detail.png
Window x 61 to 86, y 32 to 57 um. Cells in grey, sequential cells in the stronger grey; small squares are vias.
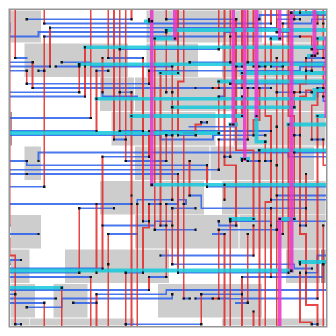
congestion.png
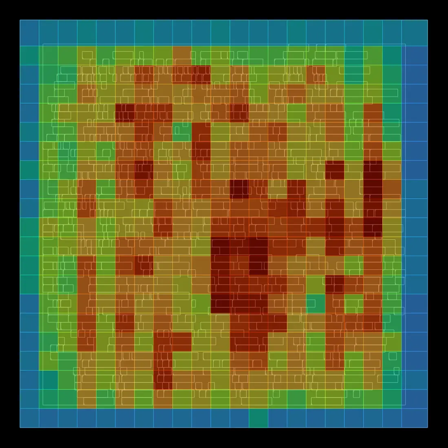
io_placement.png
Scale: 3 px per um. Pins as bars across the die edge, other pins in grey.
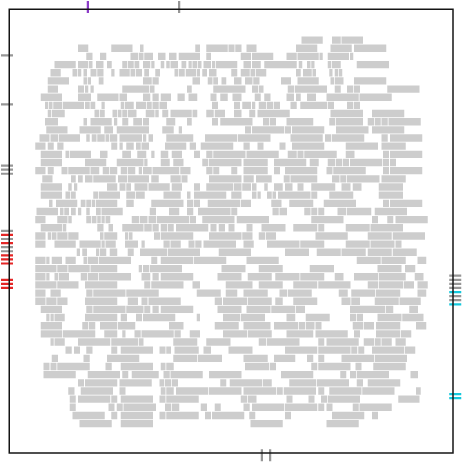
File: src/rtl/i2c_slave_regs.sv
// I2C target with a 2^AW-byte register file: pointer write, auto-increment
// burst write/read, host-side write-event stream and combinational read port.
module i2c_slave_regs #(
    parameter logic [6:0]  SLAVE_ADDR = 7'h3c,
    parameter int unsigned AW         = 4
) (
    input  logic          clk,
    input  logic          rst,
    input  logic          scl_i,
    input  logic          sda_i,
    output logic          sda_oe,
    output logic          reg_wr_valid,
    output logic [AW-1:0] reg_wr_addr,
    output logic [7:0]    reg_wr_data,
    input  logic [AW-1:0] host_addr,
    output logic [7:0]    host_rdata,
    output logic          busy
);

    localparam int unsigned DEPTH = 1 << AW;

    typedef enum logic [3:0] {
        S_IDLE, S_ADDR, S_ADDR_ACK, S_PTR, S_PTR_ACK,
        S_WDATA, S_WDATA_ACK, S_RDATA, S_RDATA_ACK, S_IGNORE
    } state_e;

    state_e        state_q;
    logic          scl_s1_q, scl_s2_q, scl_h_q;
    logic          sda_s1_q, sda_s2_q, sda_h_q;
    logic [7:0]    shift_q;
    logic [7:0]    tx_q;
    logic [2:0]    cnt_q;
    logic          full_q;
    logic          load_q;
    logic          inc_q;
    logic [AW-1:0] ptr_q;
    logic [7:0]    regs_q [DEPTH];
    logic          sda_oe_q, busy_q, wr_valid_q;
    logic [AW-1:0] wr_addr_q;
    logic [7:0]    wr_data_q;

    logic       scl_rise, scl_fall, start_det, stop_det, rx_state;
    logic [7:0] rd_byte;

    assign scl_rise  = scl_s2_q & ~scl_h_q;
    assign scl_fall  = ~scl_s2_q & scl_h_q;
    assign start_det = sda_h_q & ~sda_s2_q & scl_s2_q;
    assign stop_det  = ~sda_h_q & sda_s2_q & scl_s2_q;
    assign rx_state  = (state_q == S_ADDR) || (state_q == S_PTR) ||
                       (state_q == S_WDATA) || (state_q == S_RDATA);
    assign rd_byte   = regs_q[ptr_q];

    assign sda_oe       = sda_oe_q;
    assign busy         = busy_q;
    assign reg_wr_valid = wr_valid_q;
    assign reg_wr_addr  = wr_addr_q;
    assign reg_wr_data  = wr_data_q;
    assign host_rdata   = regs_q[host_addr];

    always_ff @(posedge clk) begin
        if (rst) begin
            state_q    <= S_IDLE;
            scl_s1_q   <= 1'b1;
            scl_s2_q   <= 1'b1;
            scl_h_q    <= 1'b1;
            sda_s1_q   <= 1'b1;
            sda_s2_q   <= 1'b1;
            sda_h_q    <= 1'b1;
            shift_q    <= '0;
            tx_q       <= '0;
            cnt_q      <= '0;
            full_q     <= 1'b0;
            load_q     <= 1'b0;
            inc_q      <= 1'b0;
            ptr_q      <= '0;
            sda_oe_q   <= 1'b0;
            busy_q     <= 1'b0;
            wr_valid_q <= 1'b0;
            wr_addr_q  <= '0;
            wr_data_q  <= '0;
            for (int i = 0; i < int'(DEPTH); i++) regs_q[i] <= '0;
        end else begin
            scl_s1_q   <= scl_i;
            scl_s2_q   <= scl_s1_q;
            scl_h_q    <= scl_s2_q;
            sda_s1_q   <= sda_i;
            sda_s2_q   <= sda_s1_q;
            sda_h_q    <= sda_s2_q;
            wr_valid_q <= 1'b0;
            inc_q      <= 1'b0;
            if (inc_q) ptr_q <= ptr_q + AW'(1);

            // Bus conditions override any bit-level activity in the same clk
            if (start_det) begin
                state_q  <= S_ADDR;
                cnt_q    <= '0;
                full_q   <= 1'b0;
                load_q   <= 1'b0;
                sda_oe_q <= 1'b0;
            end else if (stop_det) begin
                state_q  <= S_IDLE;
                full_q   <= 1'b0;
                load_q   <= 1'b0;
                sda_oe_q <= 1'b0;
                busy_q   <= 1'b0;
            end else begin
                if (rx_state && scl_rise) begin
                    shift_q <= {shift_q[6:0], sda_s2_q};
                    cnt_q   <= cnt_q + 3'd1;
                    if (cnt_q == 3'd7) full_q <= 1'b1;
                end
                case (state_q)
                    S_IDLE, S_IGNORE: sda_oe_q <= 1'b0;
                    S_ADDR: if (scl_fall && full_q) begin
                        full_q <= 1'b0;
                        if (shift_q[7:1] == SLAVE_ADDR) begin
                            state_q  <= S_ADDR_ACK;
                            sda_oe_q <= 1'b1;
                            busy_q   <= 1'b1;
                        end else begin
                            state_q  <= S_IGNORE;
                            sda_oe_q <= 1'b0;
                        end
                    end
                    S_ADDR_ACK: if (scl_fall) begin
                        cnt_q  <= '0;
                        full_q <= 1'b0;
                        if (shift_q[0]) begin
                            state_q  <= S_RDATA;
                            tx_q     <= {rd_byte[6:0], 1'b0};
                            sda_oe_q <= ~rd_byte[7];
                        end else begin
                            state_q  <= S_PTR;
                            sda_oe_q <= 1'b0;
                        end
                    end
                    S_PTR: if (scl_fall && full_q) begin
                        full_q   <= 1'b0;
                        ptr_q    <= shift_q[AW-1:0];
                        sda_oe_q <= 1'b1;
                        state_q  <= S_PTR_ACK;
                    end
                    S_PTR_ACK, S_WDATA_ACK: if (scl_fall) begin
                        sda_oe_q <= 1'b0;
                        cnt_q    <= '0;
                        state_q  <= S_WDATA;
                    end
                    S_WDATA: if (scl_fall && full_q) begin
                        full_q        <= 1'b0;
                        regs_q[ptr_q] <= shift_q;
                        wr_valid_q    <= 1'b1;
                        wr_addr_q     <= ptr_q;
                        wr_data_q     <= shift_q;
                        inc_q         <= 1'b1;
                        sda_oe_q      <= 1'b1;
                        state_q       <= S_WDATA_ACK;
                    end
                    // Byte is captured at its first-bit drive so later writes cannot tear it
                    S_RDATA: if (scl_fall) begin
                        if (load_q) begin
                            load_q   <= 1'b0;
                            tx_q     <= {rd_byte[6:0], 1'b0};
                            sda_oe_q <= ~rd_byte[7];
                        end else if (full_q) begin
                            full_q   <= 1'b0;
                            sda_oe_q <= 1'b0;
                            state_q  <= S_RDATA_ACK;
                        end else begin
                            sda_oe_q <= ~tx_q[7];
                            tx_q     <= {tx_q[6:0], 1'b0};
                        end
                    end
                    S_RDATA_ACK: if (scl_rise) begin
                        if (!sda_s2_q) begin
                            ptr_q   <= ptr_q + AW'(1);
                            cnt_q   <= '0;
                            full_q  <= 1'b0;
                            load_q  <= 1'b1;
                            state_q <= S_RDATA;
                        end else begin
                            busy_q   <= 1'b0;
                            sda_oe_q <= 1'b0;
                            state_q  <= S_IGNORE;
                        end
                    end
                    default: state_q <= S_IDLE;
                endcase
            end
        end
    end

endmodule

File: config.mk
export PLATFORM = sky130hd
export DESIGN_NAME = i2c_slave_regs
export DESIGN_NICKNAME = d
export VERILOG_FILES = /design/src/rtl/i2c_slave_regs.sv
export SDC_FILE = /design/constraint.sdc
export NUM_CORES = 1
export LEC_CHECK = 0
export CORE_MARGIN = 8
export CORE_UTILIZATION = 55
export DETAILED_ROUTE_END_ITERATION = 8
export PLACE_DENSITY_LB_ADDON = 0.2
export REMOVE_ABC_BUFFERS = 1
export SYNTH_ARGS = -nofsm -noshare
export SYNTH_HDL_FRONTEND = slang
export SYNTH_SLANG_ARGS = --single-unit
File: constraint.sdc
create_clock -name clk -period 2.95 [get_ports clk]
set_input_delay 0.59 -clock clk [delete_from_list [all_inputs] [get_ports clk]]
set_output_delay 0.59 -clock clk [all_outputs]
set_load 0.02 [all_outputs]
==> run summary <==
flow finished, numbers: P_clk 2.47 mW, type of element capturing the critical path output port, depth of the CTS H-tree 4, multi-input combinational cell area 0.00434 mm2, outcome finished, final reports clean, Setup TNS Final 0 ns, Worst Hold Path EP scl_s2_q, layout cell share with drive strength beyond 1 22.1%, growth of design area from synthesis to finish 13.6%, WP data required 2.36 ns, reported sequential group power 2.92 mW, Filler Cells Inserted 1315, Critical-path top delay cell sky130_fd_sc_hd__mux4_2, root buffer cell sky130_fd_sc_hd__clkbuf_16, total grt overflow 0, Post-CTS Setup Repair Bufs 0, CP bufs+invs 3, distinct cell type count of the synthesized netlist 66, DP Area 0.0101 mm2, number of well-tap cells placed 225, clk ins delay skew pair 0.43 ns, reg-to-reg setup timing slack 0.41 ns, number of cells traversed by the worst register-to-register path 5, Max-slew headroom 37.2%, post-detailed-route DRC marker count 0, setup violators final 0, fraction of synthesis flops using an asynchronous set or reset pin 0%, area leader, netlist sky130_fd_sc_hd__edfxtp_1, Post-DP HPWL 19800 um, relative contribution of combinational cells to total power 17.3%, switch share 27.6%
About detail.png:
- metal 3: cyan
- metal 1: blue
- metal 4: magenta
- metal 2: red
- most frequent: mux4_2 (12), buf_4 (3), clkbuf_16 (2)
- cells with their middle in the window: 22
- sequential cells in the window: 0

About congestion.png:
busiest metal layer after global routing: met2
global-route total usage across every layer: 25.3%
met1 usage: 33.0%
Wirelength per Cell: 26.5 um
GR Util met2: 39.6%

About io_placement.png:
- reg_wr_data: red (pins 8; direction output; edge west)
- host_addr: cyan (pins 4; direction input; edge east)
- busy: purple (pins 1; direction output; edge north)
- all pins by edge: 17 west, 10 east, 2 north, 2 south

==> cell families (layout without fill, tap and decap cells) <==
kind of cell	count (synthesis)	count (layout)	share of synthesized area, %
and+or+nand+nor	287	287	18.2
DFF	177	177	50.8
AOI/OAI and AO/OA	101	101	7.42
muxes	96	96	18.7
buffers and inverters	71	111	3.52
adders and majority gates	6	6	0.791
xor gates and xnor gates	6	6	0.554
==> timing repair <==
| action | 4_1_cts | 5_1_grt |
|---|---|---|
| setup endpoints to repair | 8 | 6 |
| hold endpoints to repair | 0 | 0 |
| cloned | 1 | 1 |
| resized | 10 | 4 |
Power figures rest on the tool's default switching activity, not on a simulated workload.
